### config.mk
export PLATFORM = sky130hd
export DESIGN_NAME = uart_frame_link
export DESIGN_NICKNAME = d
export VERILOG_FILES = /design/src/rtl/uart_frame_link.sv
export SDC_FILE = /design/constraint.sdc
export NUM_CORES = 1
export LEC_CHECK = 0
export CAP_MARGIN = 30
export CORE_MARGIN = 5
export CORE_UTILIZATION = 55
export CTS_BUF_LIST = sky130_fd_sc_hd__clkbuf_8
export CTS_CLUSTER_SIZE = 14
export DETAILED_ROUTE_END_ITERATION = 8
export MAX_ROUTING_LAYER = met4
export PLACE_DENSITY = 0.77
export SYNTH_ARGS = -nofsm -noshare
export SYNTH_HDL_FRONTEND = slang
export SYNTH_SLANG_ARGS = --single-unit
### constraint.sdc
create_clock -name clk -period 9.9 [get_ports clk]
set_input_delay 0.99 -clock clk [delete_from_list [all_inputs] [get_ports clk]]
set_output_delay 0.99 -clock clk [all_outputs]
set_load 0.03 [all_outputs]
### src/rtl/uart_frame_link.sv
// Frame link between a byte-wide UART and a frame-wide coprocessor: packs received
// characters into frames queued in a small FIFO, and serializes outgoing frames.
module uart_frame_link #(
    parameter int               DBITS       = 8,
    parameter int               FRAME_BYTES = 18,
    parameter int               FIFO_DEPTH  = 4,
    parameter int               TIMEOUT_CYC = 1_000_000,
    parameter int               PAD_EN      = 1,
    parameter logic [DBITS-1:0] PAD_CHAR    = '0
) (
    input  logic                                 clk,
    input  logic                                 rst,
    input  logic [DBITS-1:0]                     rx_data,
    input  logic                                 rx_valid,
    output logic [FRAME_BYTES*DBITS-1:0]         din,
    output logic                                 din_valid,
    input  logic                                 din_ready,
    input  logic [FRAME_BYTES*DBITS-1:0]         dout,
    input  logic [$clog2(FRAME_BYTES+1)-1:0]     dout_len,
    input  logic                                 dout_valid,
    output logic                                 dout_ready,
    output logic [DBITS-1:0]                     tx_data,
    output logic                                 tx_valid,
    input  logic                                 tx_ready,
    output logic [$clog2(FIFO_DEPTH+1)-1:0]      rx_level,
    output logic                                 rx_overflow,
    output logic                                 tx_busy
);

    localparam int FW   = FRAME_BYTES * DBITS;
    localparam int IDXW = $clog2(FRAME_BYTES);
    localparam int PTRW = $clog2(FIFO_DEPTH);
    localparam int LVLW = $clog2(FIFO_DEPTH + 1);
    localparam int LENW = $clog2(FRAME_BYTES + 1);
    localparam int TOW  = (TIMEOUT_CYC > 1) ? $clog2(TIMEOUT_CYC + 1) : 1;
    localparam logic [TOW-1:0] TO_LAST = TOW'((TIMEOUT_CYC > 0) ? TIMEOUT_CYC - 1 : 0);

    localparam logic [1:0] S_IDLE = 2'd0;
    localparam logic [1:0] S_SEND = 2'd1;
    localparam logic [1:0] S_LAST = 2'd2;

    logic [IDXW-1:0] r_index;
    logic [TOW-1:0]  r_idle;
    logic [PTRW-1:0] r_wrPtr;
    logic [PTRW-1:0] r_rdPtr;
    logic [LVLW-1:0] r_level;
    logic            r_overflow;
    logic [FW-1:0]   r_frame;
    logic [FW-1:0]   r_mem [FIFO_DEPTH];

    logic [1:0]      r_state;
    logic [IDXW-1:0] r_cnt;
    logic [LENW-1:0] r_len;
    logic [FW-1:0]   r_txFrame;

    logic            w_pop;
    logic            w_lastChar;
    logic            w_timeout;
    logic            w_write;
    logic            w_full;
    logic            w_push;
    logic [FW-1:0]   w_wrData;
    logic [LENW-1:0] w_effLen;
    logic [IDXW-1:0] w_cntNext;
    logic [DBITS-1:0] w_txChar;

    assign w_pop      = (r_level != '0) && din_ready;
    assign w_lastChar = rx_valid && (r_index == IDXW'(FRAME_BYTES - 1));
    assign w_timeout  = (TIMEOUT_CYC != 0) && !rx_valid && (r_index != '0) && (r_idle == TO_LAST);
    assign w_write    = w_lastChar || (w_timeout && (PAD_EN != 0));
    assign w_full     = (r_level == LVLW'(FIFO_DEPTH));
    assign w_push     = w_write && !w_full;

    // A completed frame takes the arriving character in the last slot; a timed-out
    // frame has every position from the current index upward replaced by the pad.
    always_comb begin
        w_wrData = r_frame;
        for (int k = 0; k < FRAME_BYTES; k++) begin
            if (w_lastChar) begin
                if (IDXW'(k) == r_index) w_wrData[k*DBITS +: DBITS] = rx_data;
            end else if (IDXW'(k) >= r_index) begin
                w_wrData[k*DBITS +: DBITS] = PAD_CHAR;
            end
        end
    end

    always_ff @(posedge clk or negedge rst) begin
        if (!rst) begin
            r_index    <= '0;
            r_idle     <= '0;
            r_wrPtr    <= '0;
            r_rdPtr    <= '0;
            r_level    <= '0;
            r_overflow <= 1'b0;
        end else begin
            if (rx_valid) begin
                r_idle  <= '0;
                r_index <= w_lastChar ? '0 : r_index + IDXW'(1);
            end else if (w_timeout) begin
                r_idle  <= '0;
                r_index <= '0;
            end else if (r_index != '0) begin
                r_idle  <= r_idle + TOW'(1);
            end
            if (w_write && w_full) r_overflow <= 1'b1;
            if (w_push) r_wrPtr <= r_wrPtr + PTRW'(1);
            if (w_pop)  r_rdPtr <= r_rdPtr + PTRW'(1);
            if (w_push && !w_pop)      r_level <= r_level + LVLW'(1);
            else if (!w_push && w_pop) r_level <= r_level - LVLW'(1);
        end
    end

    // Data storage carries no reset so frames survive reset and stay cheap.
    always_ff @(posedge clk) begin
        if (rx_valid) begin
            for (int k = 0; k < FRAME_BYTES; k++) begin
                if (IDXW'(k) == r_index) r_frame[k*DBITS +: DBITS] <= rx_data;
            end
        end
        if (w_push) r_mem[r_wrPtr] <= w_wrData;
        if ((r_state == S_IDLE) && dout_valid) r_txFrame <= dout;
    end

    assign din         = r_mem[r_rdPtr];
    assign din_valid   = (r_level != '0);
    assign rx_level    = r_level;
    assign rx_overflow = r_overflow;

    assign w_effLen  = ((dout_len == '0) || (dout_len > LENW'(FRAME_BYTES))) ? LENW'(FRAME_BYTES) : dout_len;
    assign w_cntNext = r_cnt + IDXW'(1);

    always_ff @(posedge clk or negedge rst) begin
        if (!rst) begin
            r_state <= S_IDLE;
            r_cnt   <= '0;
            r_len   <= '0;
        end else begin
            case (r_state)
                S_IDLE: begin
                    if (dout_valid) begin
                        r_len   <= w_effLen;
                        r_cnt   <= '0;
                        r_state <= (w_effLen == LENW'(1)) ? S_LAST : S_SEND;
                    end
                end
                S_SEND: begin
                    if (tx_ready) begin
                        r_cnt <= w_cntNext;
                        if (LENW'(w_cntNext) == r_len - LENW'(1)) r_state <= S_LAST;
                    end
                end
                S_LAST: begin
                    if (tx_ready) begin
                        r_cnt   <= '0;
                        r_state <= S_IDLE;
                    end
                end
                default: r_state <= S_IDLE;
            endcase
        end
    end

    always_comb begin
        w_txChar = '0;
        for (int k = 0; k < FRAME_BYTES; k++) begin
            if (r_cnt == IDXW'(k)) w_txChar = r_txFrame[k*DBITS +: DBITS];
        end
    end

    assign tx_valid   = (r_state == S_SEND) || (r_state == S_LAST);
    assign tx_data    = tx_valid ? w_txChar : '0;
    assign tx_busy    = (r_state != S_IDLE);
    assign dout_ready = (r_state == S_IDLE);

endmodule

**Run 1: signal wires on met2**

(2 px per um)
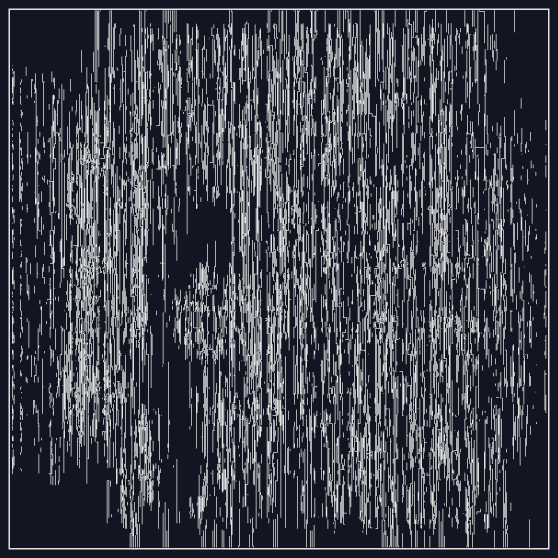
longest straight run: 94.9 um
wire length on this layer: 43.9 mm
nets with wire on the layer: 2388
main direction: vertical
share of all routed wire: 51%

**Run 1: signal wires by layer**

(1 px per um) Two of the layers only.
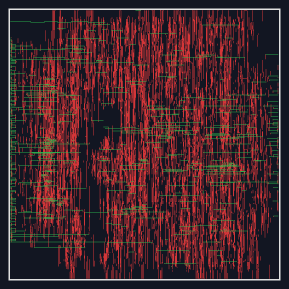
legend:
  metal 3:
    color: green
    wire_length: 5700 um
  metal 2:
    color: red
    wire_length: 43.9 mm

==> run summary, run 1 <==
yosys + openroad results -> outcome=complete, no violations, Hold Violations, Final=0, switching power=between 3 and 4 mW, multi-input gates=a little over 1k, Area leader share=roughly 70%, GRT Total Usage=24.8%, worst hold path type=in2async, Combinational Power Share=about a third, Iter 0 DRT Violations=around 1.8k, global route overflow=0, Layout Skew=roughly 0.045 ns, Top Family by Delay on Critical Path=buffers and inverters, chip area line of the yosys report=roughly 0.037 sq mm, Clock Sinks=roughly 910, share of layout cells above drive strength 1=around a fifth, logic area=0.00926 sq mm, total inserted antenna cells=5, P_int=7.64 mW, IO Count=323, warning total across the stage logs=37, routability-driven placement congestion ratio=about 0.98, EDFF count, synth=~860, Synth flops=between 900 and 1k, Post-DRT Antenna Nets=0, clock-pin transition on the worst setup and hold timing paths=~0.06 ns, Sw Ratio=between 30% and 40%, Well Taps=slightly below 900, worst slew pin tran=1.02 ns, max-cap check violation count=0, Pre-antenna DRT Iters=6, Max Buffers Root-to-Sink=3, Setup crit end kind=primary output, initial antenna violation count=4, vias per cell=a little under 6, Most used DFF post-synth=edfxtp_1, Via Count=20.5k, Largest area class, layout=sequential cells, Post-route DRC=0, worst vdd ir=around 0.19 mV, CTS tree=done, min Tclk post-route=5.45 ns, area delta synth->final=18.7%, Top cells by area=edfxtp_1 (70%), mux4_2 (8.8%), mux2_2 (3.4%), Max-slew headroom=32.2%, post-layout period usage=a little under three fifths, Seq pwr share=41.4%, Fin Setup TNS=0 ns, nonclk buf count=about 360, CTS Hold Bufs=0, Setup violations, final=0, Wirelength per Cell=about 25 um, Seq share, synth=73.4%, Cell Type Count=88, Yosys Instances=about 2.1k, Signal buf overhead=8.15%, DIE WIDTH=269 um, WP data arrival=~4.5 ns, unrepaired setup endpoints after global routing=no, Final Power=between 10 and 15 mW, ys async rst share=approximately 5%, FP Util=a little under three fifths, Cell Chain, Critical Path=inv_1 -> ha_1 -> buf_4 -> nand4bb_1 -> a31oi_1 -> o311ai_1 -> a21oi_1 -> clkdlybuf4s50_1, logic share of the area=between 20% and 30%, global-route wire length before repair=roughly 130 mm, Slew Limit Fails=0, Die Height=~270 um, CP startpoint kind=flop, synth warn=0, pwr dens=around 260 mW/mm^2, Post-Synthesis Cells=2081, chip area=approximately 0.072 sq mm, CTS H-Tree Depth=4, PortBufs=~320, Resize count post-CTS=0, clock share of power=25.8%, Netlist Area Pre-Place=about 0.037 sq mm, Crit-path slowest cell=clkdlybuf4s50_1
**Run 1: cell placement**

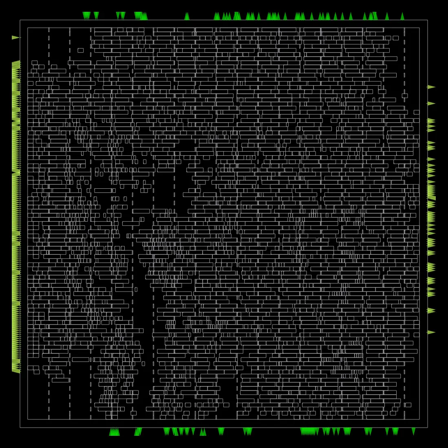
fill cell count: 4453
core box area: 0.0668 sq mm
Seq/total area: 61.8%
post-layout util: 65.6%
# rows: 95

==> run 1: kinds of logic (layout without fill, tap and decap cells) <==
| family | Yosys count | after routing | share of synthesized area [%] |
|---|---|---|---|
| other | 0 | 5 | 0 |
| AND-OR/OR-AND | 223 | 223 | 3.97 |
| AND/OR/NAND/NOR | 495 | 495 | 7.27 |
| buffers and inverters | 142 | 646 | 1.58 |
| flip-flops | 909 | 909 | 73.4 |
| XOR/XNOR | 33 | 33 | 0.784 |
| adder cells (fa/ha/maj) | 19 | 19 | 0.665 |
| multiplexers | 260 | 260 | 12.3 |
==> run 1: layout by cell type, fill, tap and decap left out, types with 43 or more instances in the layout <==
cell type | synthesis | routed
clkbuf_8 | 0 | 143
dfrtp_1 | 45 | 43
inv_1 | 25 | 71
nor2_1 | 77 | 77
nand2_1 | 136 | 136
mux2_2 | 113 | 113
clkdlybuf4s50_1 | 0 | 317
a21oi_1 | 59 | 59
edfxtp_1 | 864 | 864
nor2b_1 | 88 | 88
mux4_2 | 144 | 144
o21ai_0 | 43 | 43
==> run 1: state kept, by name (all words and copies together) (netlist names) <==
signal       flops
r_mem          576
r_cnt            5
r_state          2
r_rdPtr          2
rx_level         3
r_frame        144
r_txFrame      144
r_wrPtr          2
rx_overflow      1
r_idle          20
r_index          5
r_len            5
==> run 1: power groups by stage <==
stage          registers, mW  logic, mW  clock network, mW
3_3_place_gp            4.88       3.66                  0
3_5_place_dp            4.84       3.77                  0
2_1_floorplan           4.75       2.45                  0
6_report                4.76       3.77               2.96
4_1_cts                 4.77       3.78               3.03
5_1_grt                 4.79       3.99               3.23
==> run 1: path summary, 6_finish.rpt <==
path,start,to,slack [ns],depth (start not counted)
worst max register to register,r_index[1],r_mem[3][24],5.50,8
worst min register to register,rx_overflow,rx_overflow,0.48,1
min in group clk,rx_overflow,rx_overflow,0.48,1
max in group asynchronous,rst,r_rdPtr[1],9.12,2
worst min-delay path,rst,r_len[2],0.30,2
worst max-delay path,r_cnt[1],tx_data[5],4.45,8
==> run 1: metrics by stage <==
step	worst slack [ns]	cells	hold slack, ns	utilization [%]	area (sq um)
after global routing	4.28	3462	0.295	65.5	43800
after global placement	5.32	3191	0.459	61.3	41000
final	4.45	3463	0.302	65.6	43800
after detailed placement	5.29	3194	0.471	61.4	41000
after CTS	4.39	3455	0.254	65.4	43700
after floorplan	3.87	2081	0.470	-	36900
==> run 1: cell usage after synthesis, types with 10 or more instances <==
master	count
inv_1	25
a31oi_1	12
edfxtp_1	864
nand3_1	27
dfrtp_1	45
nand2_1	136
a22o_1	22
nor4_1	10
o22ai_1	21
xnor2_1	20
and3_1	13
mux4_2	144
xor2_1	13
o21ai_0	43
nor3_1	17
a21oi_1	59
nor2b_1	88
and2_1	32
a21o_1	11
nand2b_1	17
nor2_1	77
mux2_2	113
clkbuf_1	71
buf_2	35
ha_1	18
==> run 1: per-layer routing <==
layer,part of all wire (%),wire length (um),track usage (%),vias up
met3,6.6,5700,4.79,169
li1,-,-,-,9005
met2,51,43900,40.1,880
met1,40,34700,32.0,10500
met4,3.0,2610,8.48,0
met5,0,0,-,-
==> run 2: changes to the inputs <==
--- a/config.mk
+++ b/config.mk
@@ -7,12 +7,12 @@
 export LEC_CHECK = 0
 export CAP_MARGIN = 30
 export CORE_MARGIN = 5
-export CORE_UTILIZATION = 55
+export CORE_UTILIZATION = 54
 export CTS_BUF_LIST = sky130_fd_sc_hd__clkbuf_8
 export CTS_CLUSTER_SIZE = 14
 export DETAILED_ROUTE_END_ITERATION = 8
 export MAX_ROUTING_LAYER = met4
-export PLACE_DENSITY = 0.77
+export PLACE_DENSITY = 0.78
 export SYNTH_ARGS = -nofsm -noshare
 export SYNTH_HDL_FRONTEND = slang
 export SYNTH_SLANG_ARGS = --single-unit
==> constraint.sdc (replaced) <==
create_clock -name clk -period 4.9 [get_ports clk]
set_input_delay 0.49 -clock clk [delete_from_list [all_inputs] [get_ports clk]]
set_output_delay 0.49 -clock clk [all_outputs]
set_load 0.03 [all_outputs]
**Run 2: signal wires on met2**

(1.5 px per um)
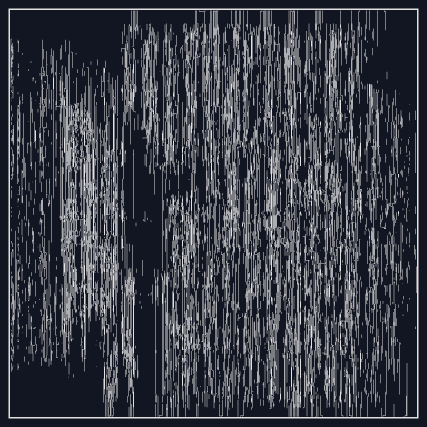
wire length on this layer: 43.9 mm
longest straight run: 98.6 um
share of all routed wire: 50%
main direction: vertical
nets with wire on the layer: 2448
routed wire length: 87.2 mm
met2 Resource Use GR: 39.2%
Via Count: 20.6k

==> run 2 against run 1 <==
Against the previous run: critical path depth unchanged; count of clock-buffer cells in the layout increased by 7; clock skew increased by 0.0011 ns; register-to-register slack got worse by 4.6 ns; sequential cell count unchanged; sequential power increased by 110%; hold slack got worse by 0.21 ns; synthesized area unchanged; clock power increased by 98%; synthesized cell count unchanged; cell area increased by 0.51%; critical path type unchanged; critical endpoint is now tx_data[1]; largest power group unchanged.
==> run summary, run 2 <==
yosys + openroad results -> outcome=complete, no violations, P_int=roughly 15 mW, area delta synth->final=19.3%, top cells by count=edfxtp_1 (864), mux4_2 (144), nand2_1 (136), mux2_2 (113), nor2b_1 (88), core box area=0.0675 sq mm, Wirelength per Cell=~25 um, Hold Violations, Final=0, # rows=around 95, worst hold path type=in2async, most common cell in the netlist=edfxtp_1, Seq pwr share=42.2%, share of layout cells above drive strength 1=between 20% and 30%, warning total across the stage logs=36, GR Util met3=under 10%, CTS H-Tree Depth=4, Layout Skew=0.0457 ns, Max Buffers Root-to-Sink=3, Iter 0 DRT Violations=between 1.5k and 2k, Setup violations, final=0, synth warn=0, Seq share, synth=73.4%, Most used DFF post-synth=edfxtp_1, top flop regs=r_mem: 576 flops, r_frame: 144 flops, r_txFrame: 144 flops, Slew Limit Fails=0, initial antenna violation count=7, CP Capture Point=tx_data[1], pwr dens=between 500 and 600 mW/mm^2, RR Endpoint=r_mem[2][124], Synth flops=909, max reg flops=approximately 580, Max-slew headroom=approximately a third, Cell Type Count=88, Sw Ratio=around a third, worst vdd ir=around 0.44 mV, clock-pin transition on the worst setup and hold timing paths=0.06 ns, clock share of power=between 20% and 30%, Clock Sinks=909, Netlist Area Pre-Place=~0.037 sq mm, global route overflow=0, Top cells by area=edfxtp_1 (70%), mux4_2 (8.8%), mux2_2 (3.4%), unrepaired setup endpoints after global routing=no, min Tclk post-route=between 4 and 5 ns, global-route wire length before repair=approximately 130 mm, routability-driven placement congestion ratio=a little over 0.9, Post-DRT Antenna Nets=0
## run 2: cell counts after synthesis
Identical to the previous run, type by type.
## run 2: cell type report
| cell class | instances | area [sq um] |
|---|---|---|
| Sequential cell | 909 | 27100 |
| Fill cell | 4450 | 23500 |
| Multi-Input combinational cell | 1030 | 9270 |
| Timing Repair Buffer | 377 | 3820 |
| Clock buffer | 150 | 2060 |
| Tap cell | 873 | 1090 |
| Clock inverter | 114 | 578 |
| Inverter | 26 | 100 |
| Antenna cell | 6 | 15.0 |
## run 2: power by group through the flow
stage               combinational [mW]  sequential (mW)  clock, mW
global route                      7.97             9.82       6.36
finish                            7.53             9.77       5.85
global placement                  7.49             9.93          0
CTS                               7.58             9.77       5.98
floorplan                         4.95             9.59          0
detailed placement                7.55             9.93          0
## run 2: worst min-delay path by stage
| stage | endpoint | slack (ns) | depth (start not counted) |
|---|---|---|---|
| after floorplan | r_cnt[0] | 0.19 | 0 |
| after global placement | r_len[4] | 0.50 | 2 |
| after detailed placement | r_len[3] | 0.34 | 1 |
| after CTS | r_rdPtr[0] | 0.02 | 2 |
| after global routing | r_frame[51] | 0.07 | 1 |
| final | r_rdPtr[0] | 0.09 | 2 |
## run 2: timing repair
action                                  CTS  global route
endpoints found under the setup margin    1             4
pin swaps                                 0             0
endpoints found under the hold margin    45             0
resized                                   1             4
hold buffers                              1             0
## run 2: cell families after synthesis
group           synth area share [%]
compound gates                  3.97
buf+inv                         1.58
simple gates                    7.27
xor+xnor                       0.784
mux                             12.3
fa+ha+maj                      0.665
flops                           73.4
## run 2: metrics by stage
step	util (%)	cells	cell area, sq um	worst slack, ns	power [mW]
floorplan	-	2081	36900	0.502	14.5
CTS	65.1	3478	44000	0.0938	23.3
global route	65.2	3485	44000	0.0230	24.2
global placement	61.2	3212	41300	0.714	17.4
finish	65.2	3485	44000	0.197	23.1
detailed placement	61.2	3213	41300	0.822	17.5
## run 2: worst max-delay path, stage by stage (launching register included)
cell and delay (ns):
dfrtp_1 0.49, ha_1 0.34, buf_4 0.37, nor4b_1 0.42
a22oi_1 0.13, a21oi_1 0.19, o221ai_1 0.25, a31oi_1 0.47
clkdlybuf4s50_1 0.77
## run 2: routing by layer
layer	vias to the layer above	part of all wire [%]
met2	938	50
li1	9043	-
met5	-	0
met3	136	7.1
met1	10500	40
met4	0	2.6
Power is estimated from default activity; no workload was simulated.
